===== config.mk =====
export PLATFORM = sky130hd
export DESIGN_NAME = dkong_dma_ctrl
export DESIGN_NICKNAME = d
export VERILOG_FILES = /design/src/rtl/dkong_dma_pkg.sv /design/src/rtl/dkong_dma_regs.sv /design/src/rtl/dkong_dma_ctrl.sv
export SDC_FILE = /design/constraint.sdc
export NUM_CORES = 1
export LEC_CHECK = 0
export ABC_AREA = 1
export CORE_ASPECT_RATIO = 0.6
export CORE_MARGIN = 2
export CORE_UTILIZATION = 55
export DETAILED_ROUTE_END_ITERATION = 10
export DONT_BUFFER_PORTS = 1
export PLACE_DENSITY = 0.7
export SLEW_MARGIN = 20
export SYNTH_ARGS = -nofsm -noshare
export SYNTH_HDL_FRONTEND = slang
export SYNTH_SLANG_ARGS = --single-unit

===== constraint.sdc =====
create_clock -name masterclk -period 3.15 [get_ports masterclk]
set_clock_uncertainty 0.05 [all_clocks]
set_input_delay 0.63 -clock masterclk [delete_from_list [all_inputs] [get_ports masterclk]]
set_output_delay 0.63 -clock masterclk [all_outputs]
set_load 0.01 [all_outputs]

===== src/rtl/dkong_dma_pkg.sv =====
// dkong_dma_pkg: shared state encoding, register map and Z80 bus records for the sprite DMA.
package dkong_dma_pkg;
    typedef enum logic [2:0] {IDLE, REQ, RD, WR, NEXT, REL} dma_state_t;
    localparam logic [2:0] REG_SRC_LO = 3'd0;
    localparam logic [2:0] REG_SRC_HI = 3'd1;
    localparam logic [2:0] REG_DST_LO = 3'd2;
    localparam logic [2:0] REG_DST_HI = 3'd3;
    localparam logic [2:0] REG_CNT_LO = 3'd4;
    localparam logic [2:0] REG_CNT_HI = 3'd5;
    localparam logic [2:0] REG_STATUS = 3'd6;
    localparam int STAT_BUSY = 7;
    localparam int STAT_TC   = 6;
    typedef struct packed {
        logic [15:0] addr;
        logic [7:0]  dmaster;
        logic        rdn;
        logic        wrn;
        logic        inta;
    } z80_master_bus_t;
    typedef struct packed {
        logic [7:0] dslave;
        logic       mwait;
    } z80_slave_bus_t;
endpackage


===== src/rtl/dkong_dma_regs.sv =====
// dkong_dma_regs: CPU-visible source/destination/count registers and STATUS with clear-on-read tc.
module dkong_dma_regs import dkong_dma_pkg::*; #(
    parameter int               CNT_W   = 10,
    parameter logic [15:0]      DEF_SRC = 16'h6900,
    parameter logic [15:0]      DEF_DST = 16'h7000,
    parameter logic [CNT_W-1:0] DEF_CNT = 'h180
) (
    input  logic               clk_i,
    input  logic               rst_i,
    input  logic               ena_i,
    input  z80_master_bus_t    ibus_i,
    input  logic               busy_i,
    input  logic               tc_set_i,
    output z80_slave_bus_t     obus_o,
    output logic [15:0]        src_o,
    output logic [15:0]        dst_o,
    output logic [CNT_W-1:0]   cnt_o
);
    logic [15:0] src_q, dst_q;
    logic [CNT_W-1:0] cnt_q;
    logic tc_q, rd_stat_q, wr_en, rd_stat;
    logic [7:0] stat;
    assign wr_en   = ena_i && !ibus_i.wrn && !busy_i;
    assign rd_stat = ena_i && !ibus_i.rdn && ibus_i.addr[2:0] == REG_STATUS;
    assign src_o = src_q;
    assign dst_o = dst_q;
    assign cnt_o = cnt_q;
    // tc clears when the STATUS read strobe ends, so a multi-cycle read sees a stable value
    always_ff @(posedge clk_i) begin
        if (rst_i) begin
            src_q     <= DEF_SRC;
            dst_q     <= DEF_DST;
            cnt_q     <= DEF_CNT;
            tc_q      <= 1'b0;
            rd_stat_q <= 1'b0;
        end else begin
            rd_stat_q <= rd_stat;
            tc_q      <= tc_set_i || (tc_q && !(rd_stat_q && !rd_stat));
            if (wr_en) begin
                case (ibus_i.addr[2:0])
                    REG_SRC_LO: src_q[7:0]        <= ibus_i.dmaster;
                    REG_SRC_HI: src_q[15:8]       <= ibus_i.dmaster;
                    REG_DST_LO: dst_q[7:0]        <= ibus_i.dmaster;
                    REG_DST_HI: dst_q[15:8]       <= ibus_i.dmaster;
                    REG_CNT_LO: cnt_q[7:0]        <= ibus_i.dmaster;
                    REG_CNT_HI: cnt_q[CNT_W-1:8]  <= ibus_i.dmaster[CNT_W-9:0];
                    default: ;
                endcase
            end
        end
    end
    always_comb begin
        stat            = 8'h00;
        stat[STAT_BUSY] = busy_i;
        stat[STAT_TC]   = tc_q;
        obus_o.mwait    = 1'b1;
        obus_o.dslave   = 8'h00;
        case (ibus_i.addr[2:0])
            REG_SRC_LO: obus_o.dslave = src_q[7:0];
            REG_SRC_HI: obus_o.dslave = src_q[15:8];
            REG_DST_LO: obus_o.dslave = dst_q[7:0];
            REG_DST_HI: obus_o.dslave = dst_q[15:8];
            REG_CNT_LO: obus_o.dslave = cnt_q[7:0];
            REG_CNT_HI: obus_o.dslave = 8'(cnt_q[CNT_W-1:8]);
            REG_STATUS: obus_o.dslave = stat;
            default:    obus_o.dslave = 8'h00;
        endcase
    end
endmodule


===== src/rtl/dkong_dma_ctrl.sv =====
// dkong_dma_ctrl: single-channel bus-master DMA copying sprite RAM to object RAM on each vblank.
module dkong_dma_ctrl import dkong_dma_pkg::*; #(
    parameter int               CNT_W     = 10,
    parameter int               RD_CYCLES = 2,
    parameter int               WR_CYCLES = 2,
    parameter logic [15:0]      DEF_SRC   = 16'h6900,
    parameter logic [15:0]      DEF_DST   = 16'h7000,
    parameter logic [CNT_W-1:0] DEF_CNT   = 'h180
) (
    input  logic            masterclk,
    input  logic            rst,
    input  logic            ena,
    input  z80_master_bus_t ibus,
    output z80_slave_bus_t  obus,
    output z80_master_bus_t dma_bus,
    input  logic [7:0]      dma_din,
    input  logic            dma_wait_n,
    input  logic            drq,
    input  logic            dma_rdy,
    output logic            busrq_n,
    input  logic            busak_n,
    output logic            dma_active,
    output logic            done
);
    localparam logic [7:0] RD_LAST = 8'(RD_CYCLES - 1);
    localparam logic [7:0] WR_LAST = 8'(WR_CYCLES - 1);
    dma_state_t state_q, state_d;
    logic [15:0] src_q, src_d, dst_q, dst_d, reg_src, reg_dst;
    logic [CNT_W-1:0] cnt_q, cnt_d, reg_cnt;
    logic [7:0] cyc_q, cyc_d, data_q, data_d;
    logic drq_q, done_q, tc_set, trig;
    dkong_dma_regs #(.CNT_W(CNT_W), .DEF_SRC(DEF_SRC), .DEF_DST(DEF_DST), .DEF_CNT(DEF_CNT)) u_regs (
        .clk_i(masterclk), .rst_i(rst), .ena_i(ena), .ibus_i(ibus),
        .busy_i(state_q != IDLE), .tc_set_i(tc_set), .obus_o(obus),
        .src_o(reg_src), .dst_o(reg_dst), .cnt_o(reg_cnt)
    );
    assign trig = drq && !drq_q && dma_rdy && state_q == IDLE;
    always_ff @(posedge masterclk) begin
        if (rst) begin
            state_q <= IDLE;
            src_q   <= 16'h0;
            dst_q   <= 16'h0;
            cnt_q   <= '0;
            cyc_q   <= 8'h0;
            data_q  <= 8'h0;
            drq_q   <= 1'b0;
            done_q  <= 1'b0;
        end else begin
            state_q <= state_d;
            src_q   <= src_d;
            dst_q   <= dst_d;
            cnt_q   <= cnt_d;
            cyc_q   <= cyc_d;
            data_q  <= data_d;
            drq_q   <= drq;
            done_q  <= state_d == REL && state_q != REL;
        end
    end
    always_comb begin
        state_d = state_q;
        src_d   = src_q;
        dst_d   = dst_q;
        cnt_d   = cnt_q;
        cyc_d   = cyc_q;
        data_d  = data_q;
        tc_set  = 1'b0;
        case (state_q)
            IDLE: if (trig) begin
                src_d   = reg_src;
                dst_d   = reg_dst;
                cnt_d   = reg_cnt;
                cyc_d   = 8'h0;
                state_d = reg_cnt == '0 ? REL : REQ;
                tc_set  = reg_cnt == '0;
            end
            REQ: state_d = busak_n ? REQ : RD;
            RD: if (dma_wait_n) begin
                cyc_d   = cyc_q == RD_LAST ? 8'h0 : cyc_q + 8'h1;
                data_d  = cyc_q == RD_LAST ? dma_din : data_q;
                state_d = cyc_q == RD_LAST ? WR : RD;
            end
            WR: if (dma_wait_n) begin
                cyc_d   = cyc_q == WR_LAST ? 8'h0 : cyc_q + 8'h1;
                state_d = cyc_q == WR_LAST ? NEXT : WR;
            end
            NEXT: begin
                src_d   = src_q + 16'h1;
                dst_d   = dst_q + 16'h1;
                cnt_d   = cnt_q - 1'b1;
                state_d = (cnt_d != '0 && dma_rdy) ? RD : REL;
                tc_set  = cnt_d == '0;
            end
            REL: state_d = busak_n ? IDLE : REL;
            default: state_d = IDLE;
        endcase
    end
    assign busrq_n    = !(state_q inside {REQ, RD, WR, NEXT});
    assign dma_active = state_q inside {RD, WR, NEXT};
    assign done       = done_q;
    always_comb begin
        dma_bus.addr    = state_q == RD ? src_q : state_q == WR ? dst_q : 16'h0;
        dma_bus.dmaster = data_q;
        dma_bus.rdn     = state_q != RD;
        dma_bus.wrn     = state_q != WR;
        dma_bus.inta    = 1'b1;
    end
endmodule


==> results_dict.tcl <==
# flow metrics
set metrics [dict create \
    combGateArea_mm2 0.00310 \
    flow.area_growth_from_synthesis_pct 6.30 \
    finalSetupTns_ns 0 \
    post_synth_cell_types 56 \
    power.ir.vdd_worst_mv 0.311 \
    min_path_type "primary input to flop" \
    grtUsageTotal_pct 30.4 \
    postCtsSetupRepairBufs 0 \
    post_synth_instance_area_mm2 0.00580 \
    num_antenna_cells 0 \
    leakage_nw 2.28 \
    coreArea_mm2 0.0101 \
    portBuffers 0 \
    placed_cells_incl_taps 921 \
    status "complete, no violations" \
    wl_um 17200 \
    synth.cells.most_frequent "nand2_1, dfxtp_1, nor2_1, inv_1, o21ai_0" \
    layout.cell_area.non_filler_mm2 0.00617 \
    slowest_stage "o22ai_1" \
    clock_tree.root_cell "clkbuf_16" \
    regToRegSetupSlack_ns 0.69 \
    worst_ep_arrival_time_ns 2.09 \
    design_power_total_mw 2.91 \
    post_drt_via_cell_ratio 6.07 \
    final_setup_vio_count 0 \
    grt_util_met2_pct 39.9 \
    tritoncts.num_buffers 9 \
    placement_rows 28 \
    yosys_area_mm2 0.00580 \
    final.period_utilization_pct 88.0 \
    top_cell_area_share_pct 36.9 \
    post_cts_hold_buffer_count 0 \
    gr-usage-met3_pct 9.17 \
    remaining_drc_errors 0 \
    fraction_of_layout_instances_using_a_drive_strength_above_1_pct 13.5 \
    enable_flop_cells 0 \
    die_x_um 137 \
    syn-mean-instance-area_um2 7.18 \
    finalWeightedCongestion 0.898 \
    asyncSetResetFlopFracSynth_pct 0 \
    wire_length_of_the_first_global_routing_pass_um 27000 \
    critical_path_class "flop to output port" \
    num-fill-cells 920 \
    start_kind "flop" \
    synth-main-ff-cell "dfxtp_1" \
    final.min_clock_period_ns 2.77 \
    flop_area_mm2 0.00214 \
    topCellsByArea "dfxtp_1, nand2_1, nor2_1, o21ai_0, inv_1" \
    antenna_found_initial 0 \
    number_of_nets_in_the_layout 845 \
    worst_pin_slew_ns 1.12 \
    floorplan.initialDensity_pct 57.7 \
    max_freq_mhz 361 \
]
flip-flops by register name (all words and copies together), names as in the netlist:
register and cells:
cyc_q 8, u_regs.cnt_o 10, data_q 8, cnt_q 10, u_regs.tc_q 1, src_q 16, dst_q 16, u_regs.dst_o 16
u_regs.src_o 16, done 1, state_q 3, u_regs.rd_stat_q 1, drq_q 1
routing by layer:
metal  wire length, um  vias up
li1                  -     2698
met5                 0        -
met1              8090     2653
met2              6720      315
met3              2230       25
met4               185        0
logic make-up after synthesis:
kind of cell	after synthesis	synth area share (%)
xor+xnor	8	1.21
buf+inv	132	9.68
fa+ha+maj	6	1.29
other cells	1	0.0646
flops	107	36.9
compound gates	202	20.8
simple gates	352	30.0
worst max-delay path: cells and delay by family (launching register included):
kind	cells	cell delay (ns)
flip-flops	1	0.38
AND-OR/OR-AND	1	0.45
AND/OR/NAND/NOR	2	0.39
buffers and inverters	3	0.53
layout make-up:
cell class | count | share of cell area, %
Multi-Input combinational cell | 570 | 50.3
Sequential cell | 107 | 34.7
Inverter | 105 | 6.43
Clock buffer | 9 | 3.65
Tap cell | 135 | 2.74
Clock inverter | 7 | 1.66
Timing Repair Buffer | 4 | 0.487
layout by cell type (no fill, tap or decap), drive strengths merged, types with 10 or more instances in the layout:
master / n
nand2: 147
inv: 108
o211ai: 10
nor3: 17
a221oi: 13
nand4: 11
a31oi: 13
dfxtp: 107
o22ai: 22
o21ai: 74
nor2: 125
nand3: 39
a21oi: 50
per-stage QoR:
step / utilization (%) / worst slack (ns)
floorplan: - / 1.14
global placement: 58.1 / 0.582
detailed placement: 58.1 / 0.562
CTS: 61.3 / 0.400
global route: 61.3 / 0.266
finish: 61.3 / 0.378
final timing paths:
path	startpoint	endpoint
setup / recovery	state_q[1]$_SDFF_PP0_	dma_bus[22]
hold / removal	rst	src_q[14]$_SDFFE_PP0P_
setup reg to reg	state_q[2]$_SDFF_PP0_	cnt_q[4]$_SDFFE_PP0P_
hold reg to reg	cyc_q[4]$_SDFFE_PP0P_	cyc_q[4]$_SDFFE_PP0P_
power by group:
part | switching, mW | internal [mW]
clock network | 0.592 | 0.648
logic | 0.179 | 0.0750
registers | 0.0325 | 1.38
**The clock network**

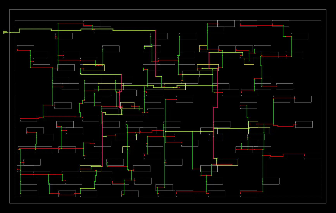
clkbuf count: 9
TritonCTS sink count: 107
power attributed to the clock group: 1.24 mW
worst skew pair latency: 0.36 ns

**Selected gate families**

Drawn at 3 px/um.
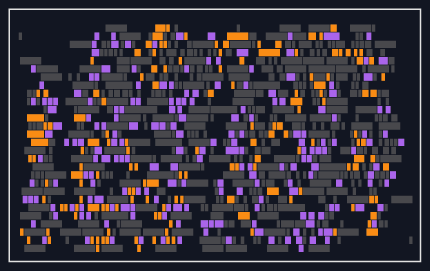
legend:
  inverting AOI/OAI gates:
    color: purple
    cells: 201
    most_used: o21ai_0
    where: all over the die
  NOR gates:
    color: orange
    cells: 147
    most_used: nor2_1
    where: all over the die

**Clock wires, drivers and flops**

Drawn at 3 px/um.
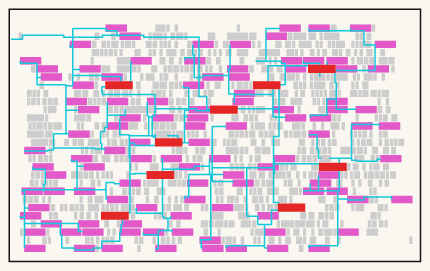
legend:
  flip-flops:
    color: magenta
    count: 107
  cells driving clock nets:
    color: red
    count: 9
  clock wires:
    color: cyan
    length: 1320 um
flops lie: all over the die

Power figures rest on the tool's default switching activity, not on a simulated workload.
